Figure 1. Gate-type map (run 1).
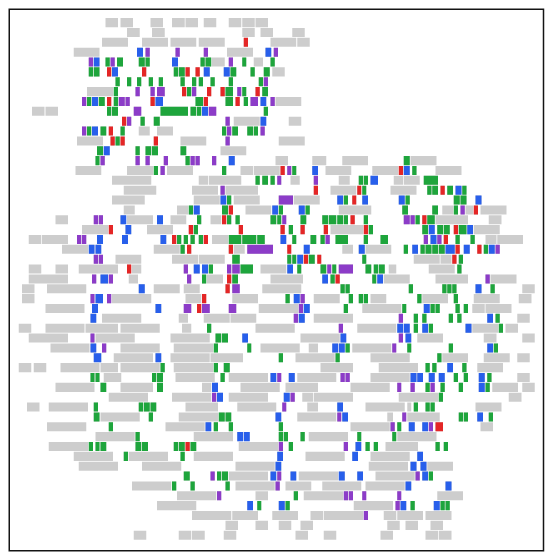
Figure 2. Sequential cells grouped by signal name (run 1).
Bar = 50 um. Other sequential cells in the stronger grey, the rest of the logic in the fainter grey.
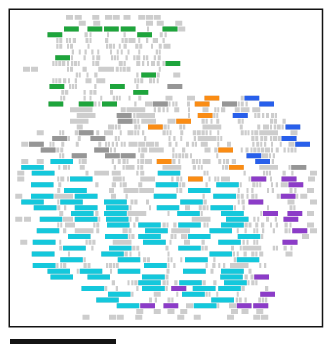
Figure 3. Track usage over the die (run 1).
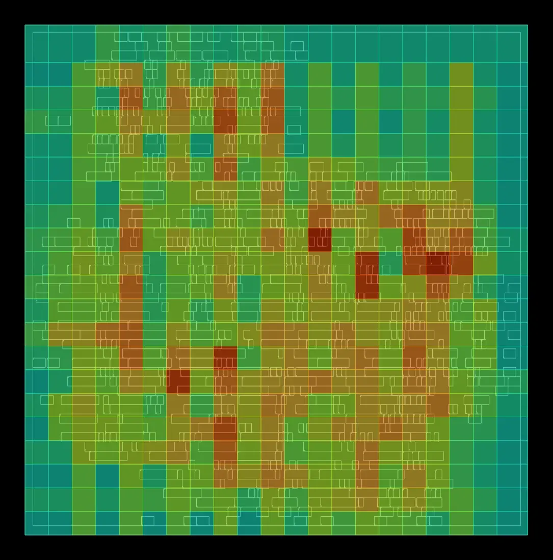
$ cat config.mk
export PLATFORM = sky130hd
export DESIGN_NAME = framebuffer_writer
export DESIGN_NICKNAME = d
export VERILOG_FILES = /design/src/rtl/framebuffer_writer_pkg.sv /design/src/rtl/framebuffer_writer_fifo.sv /design/src/rtl/framebuffer_writer.sv
export SDC_FILE = /design/constraint.sdc
export NUM_CORES = 1
export LEC_CHECK = 0
export ABC_AREA = 1
export CORE_AREA = 2 2 145 147
export CTS_BUF_LIST = sky130_fd_sc_hd__clkbuf_8 sky130_fd_sc_hd__clkbuf_16
export CTS_CLUSTER_SIZE = 20
export DETAILED_ROUTE_END_ITERATION = 7
export DIE_AREA = 0 0 147 149
export PLACE_DENSITY = 0.51
export SLEW_MARGIN = 30
export SYNTH_ARGS = -nofsm -noshare
export SYNTH_HDL_FRONTEND = slang
export SYNTH_SLANG_ARGS = --single-unit
export TNS_END_PERCENT = 1
$ cat constraint.sdc
create_clock -name Clk -period 2.7 [get_ports Clk]
set_input_delay 0.54 -clock Clk [delete_from_list [all_inputs] [get_ports Clk]]
set_output_delay 0.54 -clock Clk [all_outputs]
set_load 0.01 [all_outputs]
$ cat src/rtl/framebuffer_writer_pkg.sv
// Shared types and constants for the framebuffer write port.
package framebuffer_writer_pkg;

  localparam int unsigned SCREEN_W = 320;
  localparam int unsigned SCREEN_H = 240;
  localparam int unsigned X_W      = 9;
  localparam int unsigned Y_W      = 8;
  localparam int unsigned COLOR_W  = 3;

  typedef struct packed {
    logic [X_W-1:0] x;
    logic [Y_W-1:0] y;
  } screenXY;

  typedef struct packed {
    screenXY              xy;
    logic [COLOR_W-1:0]   color;
  } pix_req_t;

  typedef enum logic [0:0] {
    RUN   = 1'b0,
    CLEAR = 1'b1
  } fbw_state_t;

  function automatic logic xy_in_range(input screenXY p, input int unsigned w,
                                       input int unsigned h);
    return (32'(p.x) < w) && (32'(p.y) < h);
  endfunction

endpackage

$ cat src/rtl/framebuffer_writer_fifo.sv
// Small synchronous request FIFO between the draw interface and the write FSM.
module pixel_write_fifo #(
  parameter int unsigned WIDTH = 20,
  parameter int unsigned DEPTH = 4
) (
  input  logic             Clk,
  input  logic             Reset,
  input  logic             push,
  input  logic [WIDTH-1:0] push_data,
  input  logic             pop,
  output logic [WIDTH-1:0] head,
  output logic             full,
  output logic             empty
);

  localparam int unsigned AW = $clog2(DEPTH);

  logic [WIDTH-1:0] mem [DEPTH];
  logic [AW:0]      wr_ptr;
  logic [AW:0]      rd_ptr;
  logic             do_push;
  logic             do_pop;

  assign do_push = push & ~full;
  assign do_pop  = pop & ~empty;
  assign empty   = (wr_ptr == rd_ptr);
  assign full    = (wr_ptr[AW] != rd_ptr[AW]) && (wr_ptr[AW-1:0] == rd_ptr[AW-1:0]);
  assign head    = mem[rd_ptr[AW-1:0]];

  // Pointer update; extra MSB distinguishes full from empty.
  always_ff @(posedge Clk) begin
    if (!Reset) begin
      wr_ptr <= '0;
      rd_ptr <= '0;
    end else begin
      if (do_push) wr_ptr <= wr_ptr + {{AW{1'b0}}, 1'b1};
      if (do_pop)  rd_ptr <= rd_ptr + {{AW{1'b0}}, 1'b1};
    end
  end

  // Storage write; contents need no reset since empty gates every read.
  always_ff @(posedge Clk) begin
    if (do_push) mem[wr_ptr[AW-1:0]] <= push_data;
  end

endmodule

$ cat src/rtl/framebuffer_writer.sv
// Framebuffer write port: queued pixel draws plus an optional per-frame clear sweep.
module framebuffer_writer
  import framebuffer_writer_pkg::*;
#(
  parameter int unsigned FIFO_DEPTH  = 4,
  parameter int unsigned SCREEN_W    = framebuffer_writer_pkg::SCREEN_W,
  parameter int unsigned SCREEN_H    = framebuffer_writer_pkg::SCREEN_H,
  parameter logic [2:0]  CLEAR_COLOR = 3'd0
) (
  input  logic        Clk,
  input  logic        Reset,
  input  logic        new_frame,
  input  logic        clear_en,
  input  logic        pix_valid,
  output logic        pix_ready,
  input  logic [16:0] pix_coords,
  input  logic [2:0]  pix_color,
  output logic        fb_we,
  output logic [16:0] fb_coords,
  output logic [2:0]  fb_data,
  output logic        clearing,
  output logic        clear_overrun,
  output logic [15:0] drop_count
);

  localparam logic [8:0] X_LAST = 9'(SCREEN_W - 1);
  localparam logic [7:0] Y_LAST = 8'(SCREEN_H - 1);

  fbw_state_t state;
  logic [8:0] sweep_x;
  logic [7:0] sweep_y;
  pix_req_t   req;
  pix_req_t   head;
  logic       fifo_full;
  logic       fifo_empty;
  logic       accept;
  logic       req_ok;
  logic       push;
  logic       pop;
  logic       sweep_last;

  assign req        = {pix_coords, pix_color};
  assign pix_ready  = Reset & ~fifo_full;
  assign accept     = pix_valid & pix_ready;
  assign req_ok     = xy_in_range(req.xy, SCREEN_W, SCREEN_H);
  assign push       = accept & req_ok;
  assign pop        = (state == RUN) & ~fifo_empty;
  assign sweep_last = (sweep_x == X_LAST) && (sweep_y == Y_LAST);

  pixel_write_fifo #(
    .WIDTH (20),
    .DEPTH (FIFO_DEPTH)
  ) u_fifo (
    .Clk       (Clk),
    .Reset     (Reset),
    .push      (push),
    .push_data (req),
    .pop       (pop),
    .head      (head),
    .full      (fifo_full),
    .empty     (fifo_empty)
  );

  // Saturating count of consumed out-of-range requests.
  always_ff @(posedge Clk) begin
    if (!Reset) begin
      drop_count <= '0;
    end else if (accept && !req_ok && (drop_count != '1)) begin
      drop_count <= drop_count + 16'd1;
    end
  end

  // RUN/CLEAR control and raster sweep counters (x fastest).
  // clearing falls one edge after leaving CLEAR so it covers the last sweep write.
  always_ff @(posedge Clk) begin
    if (!Reset) begin
      state         <= RUN;
      sweep_x       <= '0;
      sweep_y       <= '0;
      clearing      <= 1'b0;
      clear_overrun <= 1'b0;
    end else begin
      clear_overrun <= 1'b0;
      case (state)
        RUN: begin
          if (new_frame && clear_en) begin
            state    <= CLEAR;
            clearing <= 1'b1;
            sweep_x  <= '0;
            sweep_y  <= '0;
          end else begin
            clearing <= 1'b0;
          end
        end
        CLEAR: begin
          clear_overrun <= new_frame;
          if (sweep_last) begin
            state   <= RUN;
            sweep_x <= '0;
            sweep_y <= '0;
          end else if (sweep_x == X_LAST) begin
            sweep_x <= '0;
            sweep_y <= sweep_y + 8'd1;
          end else begin
            sweep_x <= sweep_x + 9'd1;
          end
        end
        default: state <= RUN;
      endcase
    end
  end

  // Registered framebuffer write port; address/data hold when idle.
  always_ff @(posedge Clk) begin
    if (!Reset) begin
      fb_we     <= 1'b0;
      fb_coords <= '0;
      fb_data   <= '0;
    end else if (state == CLEAR) begin
      fb_we     <= 1'b1;
      fb_coords <= {sweep_x, sweep_y};
      fb_data   <= CLEAR_COLOR;
    end else if (pop) begin
      fb_we     <= 1'b1;
      fb_coords <= head.xy;
      fb_data   <= head.color;
    end else begin
      fb_we     <= 1'b0;
    end
  end

endmodule

==> changes_impl.md, run 1 <==
### Implementation results

- Cell Type Count: 35
- Drt wl/cell: 14.50 um
- XORs/XNORs by Area: 0.004118
- Multiplexer share: 0
- WP data required: between 2 and 2.5 ns
- Clock buf/inv share: 0.07244
- Sum of negative setup slack: 0 ns
- Gate Count Post-Synth: around 730
- Yosys warns: 0
- Reg-to-reg endpoint: u_fifo.mem[0][7]$_DFFE_PP_
- Post-Syn Nets: ~760
- Signal buffers share of area: 0.1006
- Yosys reg bits: approximately 150
- Power per cell area: 797.0 nW/um^2
- First-pass GRT wire length: about 25 mm
- Pre-Place Util: 0.3104
- DR iter-0 viols: a little under 300
- Status: complete, no violations
- Die height: around 150 um
- Yosys simple share: 0.2496
- # Cells Yosys: 725
- Bufs w/o clock: between 70 and 80
- Main flop type: edfxtp_1
- Hold EP: clearing$_SDFFE_PN0N_
- Peak VDD IR: about 400 uV
- Vias in the first global route: ~4700
- H-tree depth: 4
- Top Ports: around 65
- Hpwl dp: 10.48 mm
- Combinational gates: around 500
- Post-synth EDFFs: roughly 80
Back to the opening pictures, Figure 1:
[inverters] red | cells: 56 | most used: inv_1
[inverting AOI/OAI gates] blue | cells: 115 | most used: a21oi_1 | where: spread over the die
[NAND gates] green | cells: 262 | most used: nand2_1 | where: spread over the die
[NOR gates] purple | cells: 104 | most used: nor2_1
Comb/total area: 0.2920
most numerous logic cell after layout: nand2_1
Finished Layout Cells: 1081

Back to the opening pictures, Figure 2:
[u_fifo.mem] cyan | placed flops: 80
[sweep_x] orange | placed flops: 9
[drop_count] green | placed flops: 16
[fb_coords] purple | placed flops: 17
[sweep_y] blue | placed flops: 8 | where: middle right
flop share of the area: 0.4651
Flop+latch power: 2580 uW
Final Util: 0.3873

Back to the opening pictures, Figure 3:
M2 GR Usage: 0.2413
Top Usage Layer GRT: met2
GRT Total Usage: 0.1489
GR Util met1: 0.1998
met3 Track Usage GR: 0.03028

==> run 1: registers in the layout (all words and copies together), names as in the netlist, named ones only <==
register       cells
fb_we              1
drop_count        16
sweep_x            9
u_fifo.mem        80
fb_data            3
clear_overrun      1
fb_coords         17
clearing           1
sweep_y            8
u_fifo.wr_ptr      3
u_fifo.rd_ptr      3
state              1
==> run 1: power breakdown <==
| part | internal (uW) | leakage, uW | switching (uW) | total, uW |
|---|---|---|---|---|
| logic | 551 | 0.00147 | 925 | 1480 |
| clock network | 1330 | 0.000279 | 958 | 2290 |
| registers | 2480 | 0.00125 | 101 | 2580 |
==> run 1: placed cells by master (no fill, tap or decap), types with 5 or more instances in the layout <==
master | Yosys | layout
inv_6 | 0 | 5
nand2_1 | 185 | 185
ha_1 | 8 | 8
nor2_1 | 94 | 90
inv_2 | 5 | 5
o21ai_1 | 6 | 6
inv_1 | 50 | 50
edfxtp_1 | 80 | 80
dfxtp_1 | 65 | 65
nand4_1 | 7 | 7
clkbuf_16 | 0 | 17
o21ai_0 | 50 | 50
nor2_2 | 5 | 9
nand3_1 | 62 | 62
buf_12 | 0 | 5
clkdlybuf4s50_1 | 0 | 64
a21oi_1 | 53 | 53
buf_4 | 2 | 8
==> run 1: layer usage <==
layer  track usage  vias to the layer above
met5             0                        -
li1              -                     2558
met2        0.2413                       68
met1        0.1998                     2267
met4       0.05192                        0
met3       0.03028                       20
==> run 1: kinds of logic (layout without fill, tap and decap cells) <==
logic type	count (synthesis)	after routing
buffers and inverters	84	165
XOR/XNOR	3	3
AND/OR/NAND/NOR	369	369
flip-flops	145	145
adder cells (fa/ha/maj)	8	8
AND-OR/OR-AND	116	116
==> run 2: changes to the inputs <==
Settings changed: CAP_MARGIN from default to 20.
Figure 4. Gate-type map (run 2).
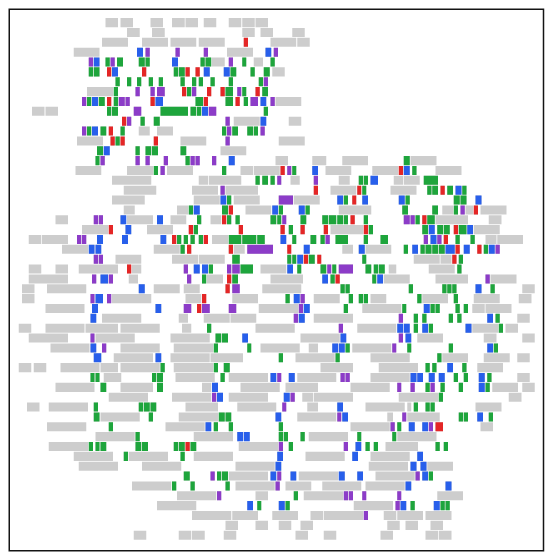
[inverters] red | cells: 56 | most used: inv_1
[NAND gates] green | cells: 262 | most used: nand2_1 | where: spread over the die
[NOR gates] purple | cells: 104 | most used: nor2_1
[inverting AOI/OAI gates] blue | cells: 115 | most used: a21oi_1 | where: spread over the die

==> changes_impl.md, run 2 <==
### Implementation results

- # Cells Yosys: 725 (unchanged)
- Gate Count Post-Synth: 725 (unchanged)
- H-tree depth: 4 (unchanged)
- Max reg flops: 80 (unchanged)
- Most numerous logic cell after layout: nand2_1 (unchanged)
- Top Ports: 65 (unchanged)
- DR iter-0 viols: 294 (unchanged)
- Top-count cell post-synth: nand2_1 (unchanged)
- GRT Total Usage: 0.1489 (unchanged)
- DR vias/cell: 4.545 (unchanged)
- Top Layout Cells: nand2_1, nor2_1, edfxtp_1 (unchanged)
- Yosys reg bits: 145 (unchanged)
- First-pass GRT wire length: 25.05 mm (unchanged)
- Post-Syn Nets: 758 (unchanged)
- Vias in the first global route: 4659 (unchanged)
- Pre-Place Util: 0.3104 (unchanged)
- Yosys warns: 0 (unchanged)
- Power per cell area: 797.0 nW/um^2 (unchanged)
- Async SR Flop Fraction: 0 (unchanged)
- Peak VDD IR: 405.8 uV (unchanged)
- Main flop type: edfxtp_1 (unchanged)
- Status: complete, no violations (unchanged)
- Post-synth EDFFs: 80 (unchanged)
- Hpwl dp: 10.48 mm (unchanged)
- WP data required: 2.16 ns (about the same)
- Die height: 149 um (unchanged)
- Sum of negative setup slack: 0 ns (unchanged)
- Finished Layout Cells: 1081 (unchanged)
- Cell Type Count: 35 (unchanged)
Figure 5. Track usage over the die (run 2).
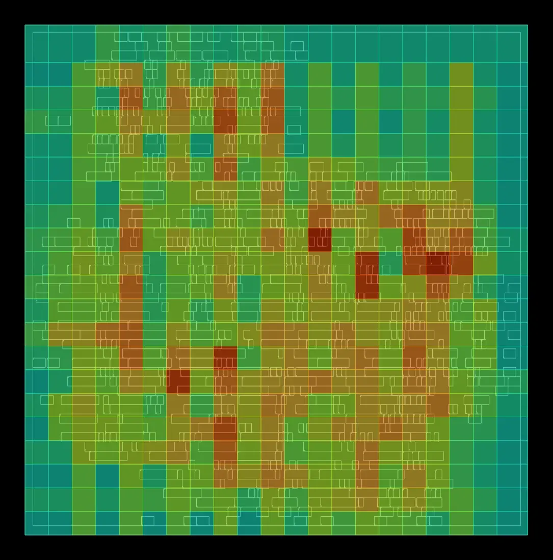
drt wl/cell: 14.50 um

==> run 2: final cells by class <==
cell class	count	area [um^2]	area share
Sequential cell	145	3704	0.4651
Multi-Input combinational cell	496	2325	0.2920
Timing Repair Buffer	77	800.8	0.1006
Clock buffer	19	452.9	0.05688
Tap cell	275	344.1	0.04321
Inverter	56	212.7	0.02671
Clock inverter	13	123.9	0.01556
==> run 2: kinds of logic after synthesis <==
kind of cell	synth area share
AND/OR/NAND/NOR	0.2496
buffers and inverters	0.05686
adder cells (fa/ha/maj)	0.01569
AND-OR/OR-AND	0.09333
XOR/XNOR	0.004118
flip-flops	0.5804
==> run 2: power by group <==
group	switching, uW	internal, uW
combinational	925	551
clock	958	1330
sequential	101	2480
==> run 2: critical path: stages (launching register included) <==
cell	delay, ns
dfxtp_1	0.43
inv_2	0.09
nand2_1	0.06
nand2_1	0.08
nand3_2	0.13
nand2_1	0.06
inv_1	0.12
clkdlybuf4s50_1	0.55
==> run 2: through the flow <==
step / cell area, um^2 / util / setup WS [ns]
6_report: 7963 / 0.3873 / 0.2248
5_1_grt: 7963 / 0.3873 / 0.1243
4_1_cts: 7963 / 0.3873 / 0.1905
3_5_place_dp: 7386 / 0.3593 / 0.1974
3_3_place_gp: 7386 / 0.3593 / 0.1791
2_1_floorplan: 6381 / - / 0.3870
==> run 2: final timing paths <==
kind	endpoint	cells after the start	slack [ns]
worst max register to register	u_fifo.mem[0][7]$_DFFE_PP_	9	0.75
worst min register to register	clearing$_SDFFE_PN0N_	2	0.46
worst max-delay path	pix_ready	7	0.22
worst min-delay path	clearing$_SDFFE_PN0N_	2	0.46
==> run 2: routing by layer <==
metal,GRT usage,vias to the layer above
met3,0.03028,20
li1,-,2558
met4,0.05192,0
met5,0,-
met1,0.1998,2267
met2,0.2413,68
Figure 6. Sequential cells grouped by signal name (run 2).
Bar = 50 um. Other sequential cells in the stronger grey, the rest of the logic in the fainter grey.
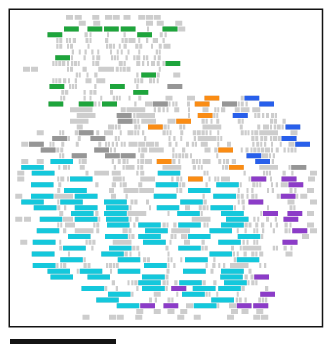

==> run 3: changes to the inputs <==
Settings changed: CORE_AREA 2 2 145 147 to 2 2 146 148, DIE_AREA 0 0 147 149 to 0 0 148 150, SYNTH_HIERARCHICAL from default to 1.
Figure 7. Sequential cells grouped by signal name (run 3).
Bar = 50 um. Other sequential cells in the stronger grey, the rest of the logic in the fainter grey.
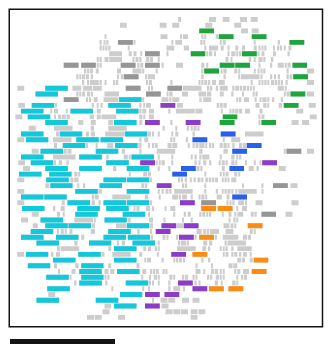
[sweep_x] orange | placed flops: 9
[sweep_y] blue | placed flops: 8
[drop_count] green | placed flops: 16 | where: upper right
[fb_coords] purple | placed flops: 17
[u_fifo/mem] cyan | placed flops: 80
not coloured: 15

Figure 8. Routed metal, one colour a layer (run 3).
Two of the layers only.
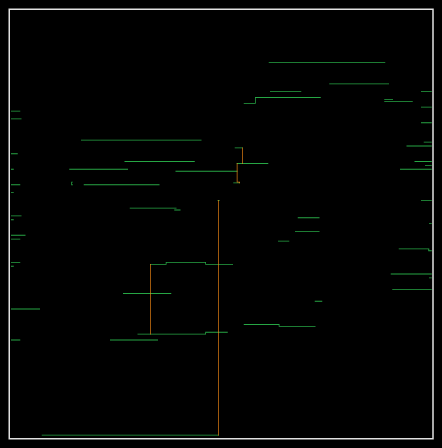
[met4] orange | wire length: 120 um
[met3] green | wire length: 612 um

==> changes_impl.md, run 3 <==
### Implementation results

- Top Usage Layer GRT: met2 (unchanged)
- Top-count cell post-synth: nand2_1 (unchanged)
- Top Ports: 65 (unchanged)
- Met3 Track Usage GR: 0.03994 (was 0.03028)
- Async SR Flop Fraction: 0 (unchanged)
- Status: complete, no violations (unchanged)
- WP data required: 2.16 ns (about the same)
- Critical path buffer and inverter count: 3 (unchanged)
- R2R cell count: 11 (was 9)
- Gate Count Post-Synth: 737 (was 725)
- Largest delay share family, worst path: buffers and inverters (unchanged)
- Flop+latch power: 2460 uW (was 2580 uW)
- Post-Syn Nets: 770 (was 758)
- Finished Layout Cells: 1096 (was 1081)
- Die height: 150 um (was 149 um)
- Peak VDD IR: 438.6 uV (was 405.8 uV)
- Cell Int Power: 3967 uW (was 4362 uW)
- Most numerous logic cell after layout: nand2_1 (unchanged)
- Flop pwr share: 0.455 (was 0.407)
- Top Layout Cells: nand2_1, nor2_1, edfxtp_1 (unchanged)
- Top power group: registers (unchanged)
- CP Cell Sequence: inv_1, nand2_1, nand2_2, nand3_4, inv_1, nor2_4, clkdlybuf4s50_1 (was inv_2, nand2_1, nand2_1, nand3_2, nand2_1, inv_1, clkdlybuf4s50_1)
- First-pass GRT wire length: 24.81 mm (was 25.05 mm)
- Comb pwr: 689 uW (was 1480 uW)
- Yosys warns: 6 (was 0)
- Drt wl/cell: 14.05 um (was 14.50 um)
- Cell Type Count: 39 (was 35)
- Dpl cell area: 7463 um^2 (was 7386 um^2)
- DR vias/cell: 4.538 (was 4.545)
- DR iter-0 viols: 295 (was 294)
- Slowest CP cell: clkdlybuf4s50_1 (unchanged)
- M2 GR Usage: 0.2382 (was 0.2413)
- Clk network pwr share: 0.417 (was 0.360)
- Vias in the first global route: 4717 (was 4659)
- Pre-Place Util: 0.3132 (was 0.3104)
- Clk pwr: 2260 uW (was 2290 uW)
- Hold path depth: 2 (unchanged)
- H-tree depth: 4 (unchanged)
- Logic gate share of total power: 0.127 (was 0.233)
[run 3: cell count changes in the layout (fill, tap and decap cells not counted), moves of 3 or more]
cell | before | now
nand3_1 | 62 | 41
a21oi_1 | 53 | 33
o22ai_1 | 3 | 21
inv_1 | 50 | 66
nor2_1 | 90 | 97
nand2_2 | 2 | 8
o211ai_1 | 0 | 5
nor2_2 | 9 | 5
o21ai_1 | 6 | 2
buf_4 | 8 | 11
nand2_1 | 185 | 188
nor3_1 | 2 | 5
[run 3: area by class of cell]
cell class / instances / area [um^2]
Inverter: 72 / 270.3
Multi-Input combinational cell: 494 / 2367
Tap cell: 275 / 344.1
Fill cell: 2121 / 12660
Clock buffer: 18 / 439.2
Sequential cell: 145 / 3704
Timing Repair Buffer: 78 / 778.2
Clock inverter: 14 / 126.4
[run 3: cells by family (layout without fill, tap and decap cells)]
logic type	count (synthesis)	in the layout	synth area share
adder cells (fa/ha/maj)	8	8	0.01545
AND/OR/NAND/NOR	367	367	0.2472
XOR/XNOR	3	3	0.004056
AND-OR/OR-AND	116	116	0.09713
flip-flops	145	145	0.5715
buffers and inverters	98	182	0.06468
[run 3: worst register-to-register path, cell delays in order, from the launching register on]
cell and delay, ns:
dfxtp_1 0.42, inv_1 0.11, nand2_1 0.09, nand2_2 0.09, nand3_4 0.12, inv_1 0.08, nor2_4 0.10, nand2_1 0.12
nor2_1 0.30, nand2_1 0.18, nor2_2 0.16, buf_12 0.19
[run 3: through the flow]
step / utilization / hold slack [ns] / worst slack (ns)
after floorplan: - / 0.4583 / 0.04371
after CTS: 0.3881 / 0.4774 / 0.1339
after global placement: 0.3607 / 0.4660 / 0.08613
after global routing: 0.3881 / 0.4889 / 0.02325
after detailed placement: 0.3607 / 0.4679 / 0.08576
final: 0.3881 / 0.4706 / 0.1725
Power and IR drop assume default switching activity.
